[src/rtl/time_set_ctrl.sv]
// Button front end for the clock's set/display path: debounces three buttons,
// toggles 12/24-hour mode and walks the hour/minute/second edit fields.
module time_set_ctrl #(
    parameter int unsigned DB_CYCLES      = 1_000_000,
    parameter int unsigned TIMEOUT_CYCLES = 1_000_000_000,
    parameter int unsigned REPEAT_DELAY   = 50_000_000,
    parameter int unsigned REPEAT_PERIOD  = 20_000_000,
    parameter int unsigned BLINK_HALF     = 25_000_000
) (
    input  logic       Clk,
    input  logic       Rst,
    input  logic       btn_mode,
    input  logic       btn_set,
    input  logic       btn_inc,
    output logic       hour_mode,
    output logic [1:0] state,
    output logic       inc_hour,
    output logic       inc_min,
    output logic       clr_sec,
    output logic       blink
);

    // state    | meaning
    // RUN      | normal timekeeping, mode button toggles 12/24-hour display
    // SET_HOUR | editing hours, inc pulses inc_hour (auto-repeat)
    // SET_MIN  | editing minutes, inc pulses inc_min (auto-repeat)
    // SET_SEC  | editing seconds, inc pulses clr_sec (no repeat)
    typedef enum logic [1:0] {
        RUN      = 2'b00,
        SET_HOUR = 2'b01,
        SET_MIN  = 2'b10,
        SET_SEC  = 2'b11
    } state_t;

    localparam int unsigned RPT_MAX = (REPEAT_DELAY > REPEAT_PERIOD) ? REPEAT_DELAY : REPEAT_PERIOD;
    localparam int DB_W  = $clog2(DB_CYCLES + 1);
    localparam int TO_W  = $clog2(TIMEOUT_CYCLES + 1);
    localparam int RPT_W = $clog2(RPT_MAX + 1);
    localparam int BL_W  = $clog2(BLINK_HALF + 1);

    localparam logic [DB_W-1:0]  DB_LAST = DB_W'(DB_CYCLES - 1);
    localparam logic [TO_W-1:0]  TO_LAST = TO_W'(TIMEOUT_CYCLES - 1);
    localparam logic [RPT_W-1:0] RPT_DLY = RPT_W'(REPEAT_DELAY);
    localparam logic [RPT_W-1:0] RPT_PER = RPT_W'(REPEAT_PERIOD);
    localparam logic [BL_W-1:0]  BL_LAST = BL_W'(BLINK_HALF - 1);

    localparam int BI_MODE = 0;
    localparam int BI_SET  = 1;
    localparam int BI_INC  = 2;

    logic [2:0]      raw;
    logic [2:0]      sync1;
    logic [2:0]      sync2;
    logic [2:0]      db;
    logic [2:0]      db_q;
    logic [2:0]      press;
    logic [DB_W-1:0] db_cnt [3];

    state_t cur_state;
    state_t next_state;

    logic            ev_set;
    logic            ev_inc;
    logic            ev_mode;
    logic            to_hit;
    logic            timeout;
    logic [TO_W-1:0] to_cnt;

    logic             rpt_zone;
    logic             rpt_armed;
    logic             rpt_phase;
    logic             rpt_ev;
    logic [RPT_W-1:0] rpt_cnt;

    logic            inc_hour_d;
    logic            inc_min_d;
    logic            clr_sec_d;
    logic            mode_tgl;
    logic            strobe_any;
    logic [BL_W-1:0] bl_cnt;

    assign raw = {btn_inc, btn_set, btn_mode};

    // Synchronize, require DB_CYCLES of stable mismatch, then register the rising edge
    always_ff @(posedge Clk or posedge Rst) begin
        if (Rst) begin
            sync1 <= '0;
            sync2 <= '0;
            db    <= '0;
            db_q  <= '0;
            press <= '0;
            for (int i = 0; i < 3; i++) db_cnt[i] <= '0;
        end else begin
            sync1 <= raw;
            sync2 <= sync1;
            db_q  <= db;
            press <= db & ~db_q;
            for (int i = 0; i < 3; i++) begin
                if (sync2[i] != db[i]) begin
                    if (db_cnt[i] == DB_LAST) begin
                        db[i]     <= sync2[i];
                        db_cnt[i] <= '0;
                    end else begin
                        db_cnt[i] <= db_cnt[i] + 1'b1;
                    end
                end else begin
                    db_cnt[i] <= '0;
                end
            end
        end
    end

    assign rpt_zone = ((cur_state == SET_HOUR) || (cur_state == SET_MIN)) && db[BI_INC];
    assign rpt_ev   = rpt_armed && rpt_zone && (rpt_phase ? (rpt_cnt == RPT_PER) : (rpt_cnt == RPT_DLY));

    // set beats inc beats mode; a pending timeout yields to any accepted event
    assign ev_set  = press[BI_SET];
    assign ev_inc  = !press[BI_SET] && (press[BI_INC] || rpt_ev);
    assign ev_mode = !press[BI_SET] && !press[BI_INC] && !rpt_ev && press[BI_MODE];
    assign to_hit  = (cur_state != RUN) && (to_cnt == TO_LAST);
    assign timeout = to_hit && !ev_set && !ev_inc;

    always_ff @(posedge Clk or posedge Rst) begin
        if (Rst) cur_state <= RUN;
        else     cur_state <= next_state;
    end

    always_comb begin
        next_state = cur_state;
        case (cur_state)
            RUN: begin
                if (ev_set) next_state = SET_HOUR;
            end
            SET_HOUR: begin
                if (ev_set)       next_state = SET_MIN;
                else if (timeout) next_state = RUN;
            end
            SET_MIN: begin
                if (ev_set)       next_state = SET_SEC;
                else if (timeout) next_state = RUN;
            end
            SET_SEC: begin
                if (ev_set || timeout) next_state = RUN;
            end
            default: next_state = RUN;
        endcase
    end

    always_comb begin
        inc_hour_d = 1'b0;
        inc_min_d  = 1'b0;
        clr_sec_d  = 1'b0;
        mode_tgl   = 1'b0;
        case (cur_state)
            RUN:      mode_tgl   = ev_mode;
            SET_HOUR: inc_hour_d = ev_inc;
            SET_MIN:  inc_min_d  = ev_inc;
            SET_SEC:  clr_sec_d  = ev_inc;
            default:  mode_tgl   = 1'b0;
        endcase
    end

    assign strobe_any = inc_hour_d | inc_min_d | clr_sec_d;

    always_ff @(posedge Clk or posedge Rst) begin
        if (Rst) begin
            hour_mode <= 1'b0;
            inc_hour  <= 1'b0;
            inc_min   <= 1'b0;
            clr_sec   <= 1'b0;
        end else begin
            hour_mode <= hour_mode ^ mode_tgl;
            inc_hour  <= inc_hour_d;
            inc_min   <= inc_min_d;
            clr_sec   <= clr_sec_d;
        end
    end

    // Idle timer only runs while editing; every accepted edit or field change restarts it
    always_ff @(posedge Clk or posedge Rst) begin
        if (Rst) begin
            to_cnt <= '0;
        end else if ((next_state == RUN) || ev_set || ev_inc) begin
            to_cnt <= '0;
        end else begin
            to_cnt <= to_cnt + 1'b1;
        end
    end

    // Repeat is armed only by a fresh press inside an hour/minute field
    always_ff @(posedge Clk or posedge Rst) begin
        if (Rst) begin
            rpt_armed <= 1'b0;
            rpt_phase <= 1'b0;
            rpt_cnt   <= '0;
        end else if (!rpt_zone || ev_set || timeout) begin
            rpt_armed <= 1'b0;
            rpt_phase <= 1'b0;
            rpt_cnt   <= '0;
        end else if (press[BI_INC]) begin
            rpt_armed <= 1'b1;
            rpt_phase <= 1'b0;
            rpt_cnt   <= RPT_W'(1);
        end else if (rpt_ev) begin
            rpt_phase <= 1'b1;
            rpt_cnt   <= RPT_W'(1);
        end else if (rpt_armed) begin
            rpt_cnt <= rpt_cnt + 1'b1;
        end
    end

    always_ff @(posedge Clk or posedge Rst) begin
        if (Rst) begin
            blink  <= 1'b1;
            bl_cnt <= '0;
        end else if ((next_state == RUN) || (next_state != cur_state) || strobe_any) begin
            blink  <= 1'b1;
            bl_cnt <= '0;
        end else if (bl_cnt == BL_LAST) begin
            blink  <= ~blink;
            bl_cnt <= '0;
        end else begin
            bl_cnt <= bl_cnt + 1'b1;
        end
    end

    assign state = cur_state;

endmodule

[config.mk]
export PLATFORM = sky130hd
export DESIGN_NAME = time_set_ctrl
export DESIGN_NICKNAME = d
export VERILOG_FILES = /design/src/rtl/time_set_ctrl.sv
export SDC_FILE = /design/constraint.sdc
export NUM_CORES = 1
export LEC_CHECK = 0
export CAP_MARGIN = 20
export CORE_UTILIZATION = 57
export CTS_CLUSTER_SIZE = 14
export DETAILED_ROUTE_END_ITERATION = 7
export PLACE_DENSITY = 0.8
export SLEW_MARGIN = 10
export SYNTH_ARGS = -nofsm -noshare
export SYNTH_HDL_FRONTEND = slang
export SYNTH_SLANG_ARGS = --single-unit
export TNS_END_PERCENT = 5
[constraint.sdc]
create_clock -name Clk -period 5.2 [get_ports Clk]
set_input_delay 1.04 -clock Clk [delete_from_list [all_inputs] [get_ports Clk]]
set_output_delay 1.04 -clock Clk [all_outputs]
set_load 0.02 [all_outputs]
Fig. 1: run 1, congestion heat map
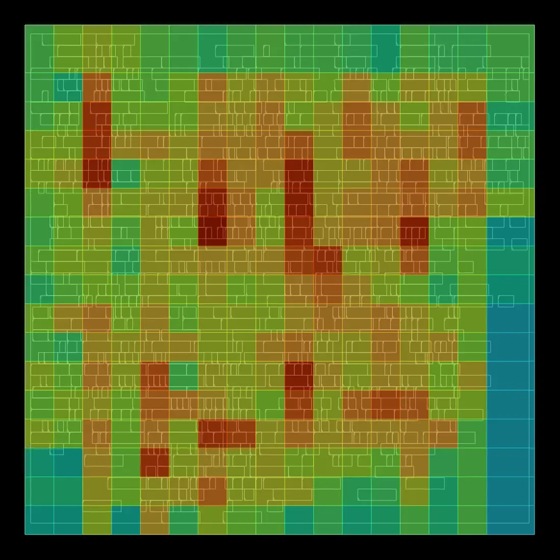
global routing usage on met3: 5.20%
met1 Track Usage GR: 29.5%

Fig. 2: run 1, where the registers sit
Other sequential cells in the stronger gray, the rest of the logic in the fainter gray.
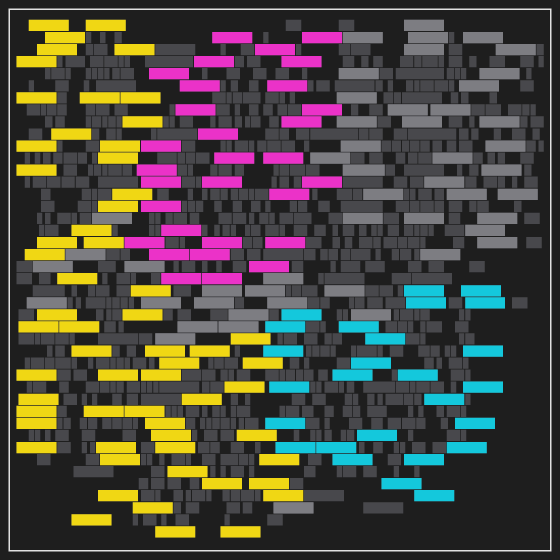
Cyan shows `rpt_cnt`, flops 26. Yellow shows `db_cnt`, flops 60. Magenta shows `to_cnt`, flops 30.
Another 49 sequential cells are not colored.
final design utilization: 64.8%
total sequential power: 0.00130 W
share of the final layout cell area in sequential cells: 45.7%

==> run notes, run 1 <==
Physical implementation status

The synthesized area per cell stands at 9.97 sq um. The XOR/XNOR share of the synthesized area stands at 14.4%. The post-synthesis instance area stands at 8180 sq um. The required time at the worst endpoint is listed as 5.55 ns. The overall power consumption stands at 0.00267 W.

The count of unique library cells instantiated by Yosys stands at 51. The sink count of the clock tree stands at 165. Listed in order, past its start point the critical path passes inv_1 -> ha_1 -> nor4bb_1 -> a211oi_1 -> o32ai_1 -> nand2_1 -> or4b_1.

The number of setup buffers added after CTS is 0. Looking at area per cell type in the netlist, the leader is sky130_fd_sc_hd__dfrtp_1. Sequential cells burn 48.6% of the power.

The worst path in the final design needs a cycle of 2.91 ns, including I/O delays and setup. 12 I/O pins were placed. The count of final hold-check violations stands at 0. The deepest level of the CTS H-tree stands at 4. Across all hold checks on the routed design, the worst slack comes to 0.347 ns. In this run the biggest area consumer among cell types represents 50.2% of the synthesized area.

Counting instances in the post-synthesis netlist gives the leading cell types as sky130_fd_sc_hd__dfrtp_1, sky130_fd_sc_hd__nor2_1, sky130_fd_sc_hd__xor2_1, sky130_fd_sc_hd__xnor2_1, sky130_fd_sc_hd__nand2_1. The clock transition at the registers of the reported paths stands at 0.06 ns. The gate count of the mapped netlist stands at 821. TritonRoute output was used to compute an average wire per cell of 14.3 um. In this run the worst path has a maximum fanout of 10.

Yosys reports a chip area of 8180 sq um. The setup total negative slack stands at 0 ns. The detailed-route vias per instance stands at 5.67. The commonest register cell is sky130_fd_sc_hd__dfrtp_1. The post-cts repair resize count stands at 0. By area, the combinational part of the netlist is dominated by simple AND/OR/NAND/NOR gates.

Max-slew check failures listed in the final report amount to 0. Entering global routing, the biggest net connects 166 pins. The power report puts the leakage power at 3.56 nW. The worst setup path is captured at a register. The tally of filler cells in the layout stands at 1,101. The biggest slice of the total power is consumed by the clock network. The count of routing violations after the opening detailed-route iteration stands at 386. The slew at the pin closest to its max-slew limit stands at 0.953 ns. The longest clock path from root to sink contains 2 buffers. The critical path crosses 7 cells after its start point. The post-synthesis adder-cell area fraction stands at 1.68%. The final timing report counts setup violations totalling 0. Max-cap violations in this run came to 0. The number of cells on the worst reg-to-reg path is 7. The DRC violations left stands at 0. The worst endpoint data arrival time stands at 3.25 ns. The flow ran to the end, and the final reports show no timing, DRC or antenna violations. The placeable core region stands at 13,900 sq um. The area share of and/or/nand/nor cells after synthesis stands at 27.5%.
Fig. 3: run 1, clock distribution
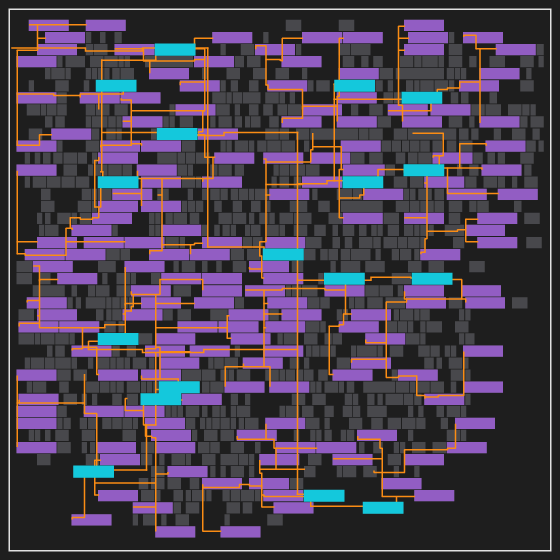
Purple shows flip-flops, count 165. Orange shows clock wires, length 1,910 um. Cyan shows cells driving clock nets, count 17.
Position of the flops: widely spread.
source-to-sink clock delay at the later pin of the worst-skew pair: 0.43 ns
worst setup skew after layout: 0.00633 ns
clock network power share: 49.6%
reported clock group power: 0.00132 W

## run 1: final cells by class
class	count	area share, %
inverters	27	1.16
flip-flops and latches	165	45.7
clock inverters	15	2.26
repair buffers	14	1.58
clock buffers	17	4.71
well taps	180	2.49
multi-input cells	598	42.1
## run 1: sequential cells by signal, indices dropped and copies added (netlist names)
name,count
db_cnt,60
to_cnt,30
rpt_cnt,26
bl_cnt,25
db,3
db_q,3
press,3
sync1,3
sync2,3
state,2
blink,1
clr_sec,1
hour_mode,1
inc_hour,1
inc_min,1
rpt_armed,1
rpt_phase,1
## run 1: routing by layer
metal	part of all wire [%]	vias up	track usage, %
li1	-	2853	-
met3	2.7	19	5.20
met2	48	68	35.3
met4	1.4	0	7.25
met5	0	-	0
met1	48	2823	29.5
## run 1: placed cells by master, fill, tap and decap left out, types with 5 or more instances in the layout
cell / n
sky130_fd_sc_hd__and4_1: 15
sky130_fd_sc_hd__nand2_1: 50
sky130_fd_sc_hd__dfrtp_1: 164
sky130_fd_sc_hd__nor4b_1: 6
sky130_fd_sc_hd__nand3_1: 37
sky130_fd_sc_hd__and2_1: 5
sky130_fd_sc_hd__nor2b_1: 6
sky130_fd_sc_hd__and3_1: 15
sky130_fd_sc_hd__nand4b_1: 5
sky130_fd_sc_hd__nor4_1: 31
sky130_fd_sc_hd__inv_1: 26
sky130_fd_sc_hd__xnor2_1: 63
sky130_fd_sc_hd__nand4_1: 43
sky130_fd_sc_hd__xor2_1: 72
sky130_fd_sc_hd__nor3b_1: 5
sky130_fd_sc_hd__nor2_1: 143
sky130_fd_sc_hd__clkbuf_16: 17
sky130_fd_sc_hd__ha_1: 11
sky130_fd_sc_hd__or2_2: 6
sky130_fd_sc_hd__nor3_1: 36
sky130_fd_sc_hd__clkdlybuf4s50_1: 11
sky130_fd_sc_hd__clkinvlp_4: 8
Fig. 4: run 1, port wiring
Bar = 20 um.
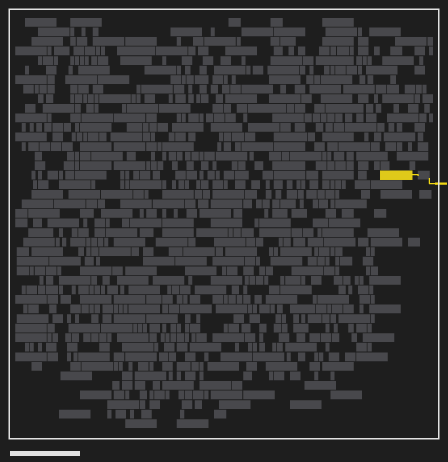

==> inputs of run 2 (changes only) <==
- clock period: 5.2 -> 2.3 ns (I/O delays scaled with it)
Fig. 5: run 2, port wiring
Bar = 20 um.
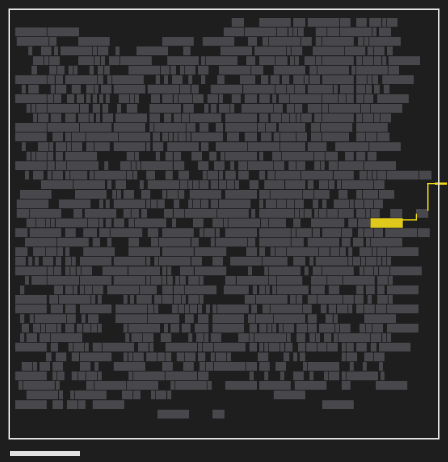
Yellow shows `inc_hour`, bits 1, direction output, edge right, end cells 1, wire 16.0 um.
number of port buffers: 11
top-level port count: 12

==> run 2 against run 1 <==
  * The flow now finishes with violations (setup timing)
  * Non-clock buffer count is 56 higher
  * Cell area up 7.5%
  * Die size is the same
  * Setup slack worse by 2.4 ns
  * First-iteration DRC count grew 15%
  * Hold slack worse by 0.0048 ns
  * Critical path type unchanged
  * Critical endpoint is now bl_cnt[23]
  * Largest power group is now sequential cells
==> run notes, run 2 <==
Physical implementation status

The fraction of the core area covered by cells at the end of the flow stands at 69.7%. STA classifies the critical path endpoint as a register. The count of routing violations after the opening detailed-route iteration stands at 443. The run finished, with violations left.

The global routing report lists met3 layer usage as 5.48%. The netlist uses 51 different library cells. The critical path depth stands at 8. The H-tree was split into 4 levels. For the worst setup path, the data arrival time is 2.73 ns. The most used flip-flop cell after synthesis is sky130_fd_sc_hd__dfrtp_1. The top cell type in the final layout, fill and taps aside, is sky130_fd_sc_hd__dfrtp_1. The largest registers in the layout are db_cnt (60), to_cnt (30), rpt_cnt (26).

met2 is the most crowded layer. The share of synthesized area in the top cell type comes to 50.2%. After layout, the design draws a total of 0.00569 W.

Per the timing report, the biggest fanout along the worst path comes to 9. The detailed route wirelength on metal2 stands at 8520 um. In the routed layout, each cell is associated on average with a via count of 5.74.

The synthesized area per cell stands at 9.97 sq um. The required arrival time at the worst endpoint stands at 2.61 ns. The worst reg2reg path depth stands at 8. The run reported a max-capacitance violation count of 0. The filler cells instantiated in the layout total 965. The DRC violations left stands at 0. The critical path in the final layout is reported with a setup slack of -0.113 ns. The routed wirelength on the met1 layer is recorded as 7710 um. The script extracted a total leakage power of 3.88 nW. The area share of and/or/nand/nor cells after synthesis stands at 27.5%.

Walking the worst path, the cells encountered are buf_4 -> ha_1 -> nor2_1 -> o32ai_1 -> o21ai_0 -> nand2_1 -> buf_6 -> nor4_2. Endpoints failing hold in the final report were tallied at 0. met2 track demand over resource after global routing is 38.7%. The number of setup violations in the final report stands at 25.

Of the combinational cells, the family taking the most area is simple AND/OR/NAND/NOR gates. The final reports fail on setup timing. The detailed-route wire length per cell stands at 16.0 um. In the layout the commonest cells are sky130_fd_sc_hd__dfrtp_1, sky130_fd_sc_hd__nor2_1, sky130_fd_sc_hd__xor2_1. The met3 wirelength from detailed routing stands at 522 um. After floorplanning, the core was sized to cover 13,900 sq um. The clock skew stands at 0.00740 ns.

The clock transition at the registers of the reported paths stands at 0.06 ns.
Fig. 6: run 2, met1 routing
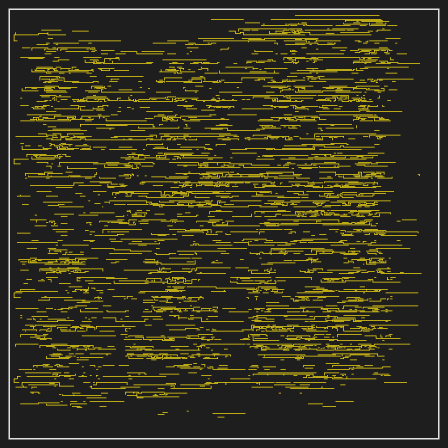
The longest straight run is 31.3 um. 827 nets have wire on it. The layer holds 45% of the routed length.
via total after detailed routing: 6,150
met1 Track Usage GR: 32.2%
Total Routed Length: 17,100 um

-- run 2: final cells by class --
class                           count  area [sq um]  share of cell area [%]
Timing Repair Buffer               70           733                    7.55
Multi-Input combinational cell    598          3970                    40.9
Sequential cell                   165          4130                    42.5
Clock buffer                       21           470                    4.84
Inverter                           27           105                    1.08
Clock inverter                     11          78.8                   0.812
Tap cell                          180           225                    2.32
-- run 2: how the worst min path moves through the flow --
stage	to	depth (start not counted)	slack (ns)
6_report	sync2[2]	0	0.34
4_1_cts	sync2[2]	0	0.35
3_5_place_dp	sync2[2]	0	0.34
5_1_grt	sync2[2]	0	0.35
3_3_place_gp	sync2[0]	0	0.33
2_1_floorplan	sync2[0]	0	0.33
-- run 2: worst reg2reg max path: stages, from the launching register on --
cell,delay (ns)
sky130_fd_sc_hd__dfrtp_1,0.38
sky130_fd_sc_hd__buf_4,0.17
sky130_fd_sc_hd__ha_1,0.28
sky130_fd_sc_hd__nor2_1,0.24
sky130_fd_sc_hd__o32ai_1,0.12
sky130_fd_sc_hd__o21ai_0,0.40
sky130_fd_sc_hd__nand2_1,0.18
sky130_fd_sc_hd__buf_6,0.20
sky130_fd_sc_hd__nor4_2,0.33
-- run 2: where the power goes --
part | leakage (nW) | total [W] | switching, W | internal, W
Sequential | 2.28 | 0.00294 | 0.0000166 | 0.00292
Combinational | 1.35 | 0.000128 | 0.0000883 | 0.0000392
Clock | 0.245 | 0.00262 | 0.00116 | 0.00146
Total | 3.88 | 0.00569 | 0.00127 | 0.00442
-- run 2: what timing repair did --
action,CTS,global route
setup endpoints to repair,14,82
setup buffers,2,4
cloned,0,3
hold buffers,0,0
pin swaps,1,5
hold endpoints to repair,0,0
gates resized,2,33
Fig. 7: run 2, congestion heat map
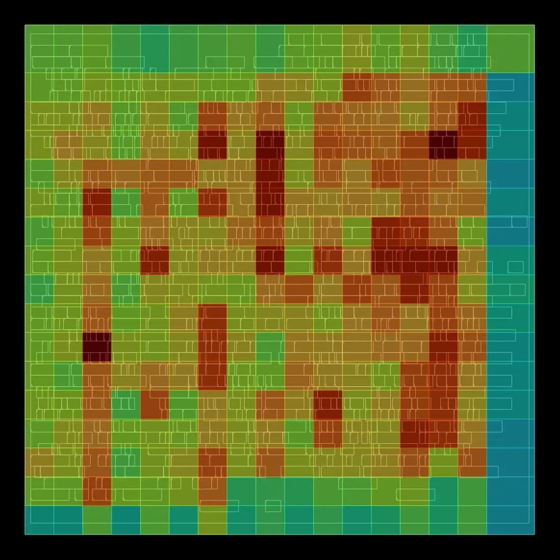

==> inputs of run 3 (changes only) <==
- CORE_UTILIZATION: 57 -> 31
- PLACE_DENSITY: 0.8 -> 0.51
Fig. 8: run 3, congestion heat map
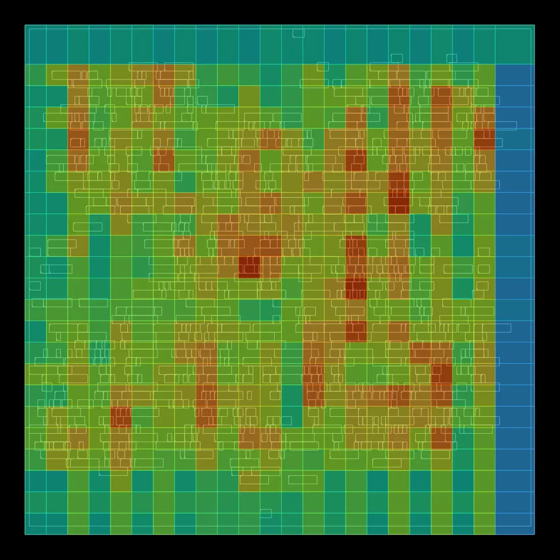
average wire per standard cell: 13.5 um
overall global routing resource usage: 13.3%
met1 Track Usage GR: 18.4%

==> run 3 against run 2 <==
  * The run still ends with setup timing left
  * Synthesized area stayed put
  * First-iteration DRC count down 40%
  * Critical path depth is 1 higher
  * Register-to-register slack improved by 0.096 ns
  * Synthesized cell count did not move
  * Non-clock buffer count fell by 5
  * Setup slack improved by 0.096 ns
  * Combinational power is 9% lower
  * Sequential power is essentially flat
  * Cell count up 14%
  * Clock power up 9.5%
  * Via count shrank 4.5%
  * Critical path type unchanged
  * Largest power group unchanged
  * Highest routed layer unchanged
==> run notes, run 3 <==
Physical implementation status

The count of unique library cells instantiated by Yosys stands at 51. For the worst-skew pair, the clock arrives at the later sink with an insertion delay of 0.43 ns. The run finished, with violations left. The registers of the reported paths see a clock transition of 0.07 ns. Global routing used 20.9% of the available met2 tracks. Buffers inserted to repair hold after CTS numbered 0. The detailed route wirelength on metal2 stands at 7580 um. The clock distribution area overhead in the final layout stands at 6.09%.

Global routing put the most usage on met2. The final layout report lists a clock buffer count of 18. The flow reports that combinational logic draws 2.0% of the design power. The register with the most flip-flops in the layout has 60 of them.

The sequential share of cell area stands at 41.9%. The number of setup violations in the final report stands at 4. The fraction of area in non-clock buffers stands at 6.42%. The sink count of the clock tree stands at 165. The post-synthesis instance area stands at 8180 sq um. Of the combinational cells, the family taking the most area is simple AND/OR/NAND/NOR gates. For this design the top-level I/O count stands at 12. The highest layer touched by signal routing is met4. The synthesized netlist devotes 27.5% of its cell area to simple gates. The layout contains a multi-input combinational cell count of 598.

After synthesis, the most frequently instantiated cells are sky130_fd_sc_hd__dfrtp_1, sky130_fd_sc_hd__nor2_1, sky130_fd_sc_hd__xor2_1, sky130_fd_sc_hd__xnor2_1, sky130_fd_sc_hd__nand2_1. The logic gate fraction of the total cell area stands at 40.3%. Setup slack on the critical path of the routed design comes to -0.0169 ns. The number of setup buffers added after CTS stands at 0.

Among all flip-flop cells after synthesis, the most frequent one is sky130_fd_sc_hd__dfrtp_1. The final reports fail on setup timing. Of the post-synthesis cell area, the dominant cell type holds 50.2%.

The total of plain and repair buffers excluding clock buffers stands at 65. The tool flagged a number of max-cap violations equal to 0. Among all cell classes, the greatest summed area belongs to flip-flops and latches. In the final report, the number of hold violations comes to 0.
Fig. 9: run 3, where the registers sit
Other sequential cells in the stronger gray, the rest of the logic in the fainter gray.
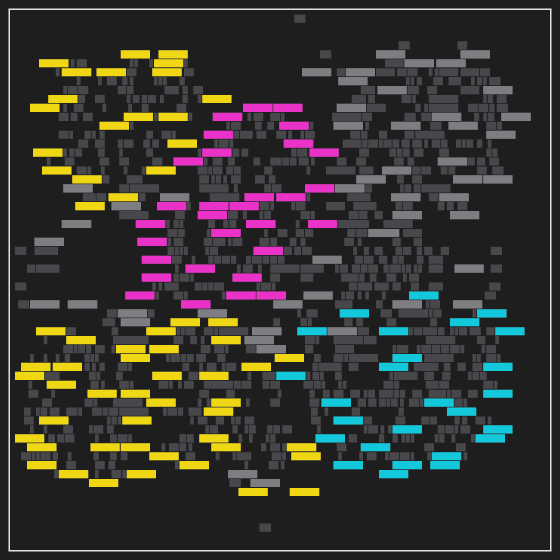
Yellow shows `db_cnt`, flops 60. Cyan shows `rpt_cnt`, flops 26. Magenta shows `to_cnt`, flops 30.
Another 49 sequential cells are not colored.

-- run 3: final timing paths --
check                            from         end  slack [ns]  cells after the start
min in group asynchronous         Rst  db_cnt[33]        0.50                      3
min                          sync1[2]    sync2[2]        0.35                      0
max                        rpt_cnt[1]   bl_cnt[1]       -0.02                      9
min reg2reg                  sync1[2]    sync2[2]        0.35                      0
max reg2reg                rpt_cnt[1]   bl_cnt[1]       -0.02                      9
max in group asynchronous         Rst   rpt_phase        1.36                      3
-- run 3: what timing repair did --
| action | CTS | global route |
|---|---|---|
| endpoints found under the setup margin | 2 | 85 |
| gates cloned | 0 | 3 |
| pin swaps | 0 | 12 |
| gates resized | 1 | 36 |
| endpoints found under the hold margin | 0 | 0 |
-- run 3: stage by stage --
stage | setup slack (ns) | cell area [sq um] | std cells | hold slack (ns)
after floorplan | -0.258 | 8190 | 821 | 0.331
after CTS | -0.00423 | 9640 | 1220 | 0.352
after global routing | -0.149 | 9870 | 1222 | 0.361
final | -0.0169 | 9870 | 1222 | 0.349
after global placement | -0.207 | 9040 | 1188 | 0.334
after detailed placement | -0.0968 | 9040 | 1188 | 0.336
-- run 3: critical path, cell delays in order, from the launching register on --
cell and delay (ns):
sky130_fd_sc_hd__dfrtp_1 0.39, sky130_fd_sc_hd__inv_2 0.07, sky130_fd_sc_hd__ha_4 0.12, sky130_fd_sc_hd__or4bb_4 0.46, sky130_fd_sc_hd__nor4_4 0.28, sky130_fd_sc_hd__o221a_4 0.24
sky130_fd_sc_hd__buf_6 0.14, sky130_fd_sc_hd__o2111ai_4 0.17, sky130_fd_sc_hd__buf_12 0.21, sky130_fd_sc_hd__nor3b_2 0.16
Power figures rest on the tool's default switching activity, not on a simulated workload.
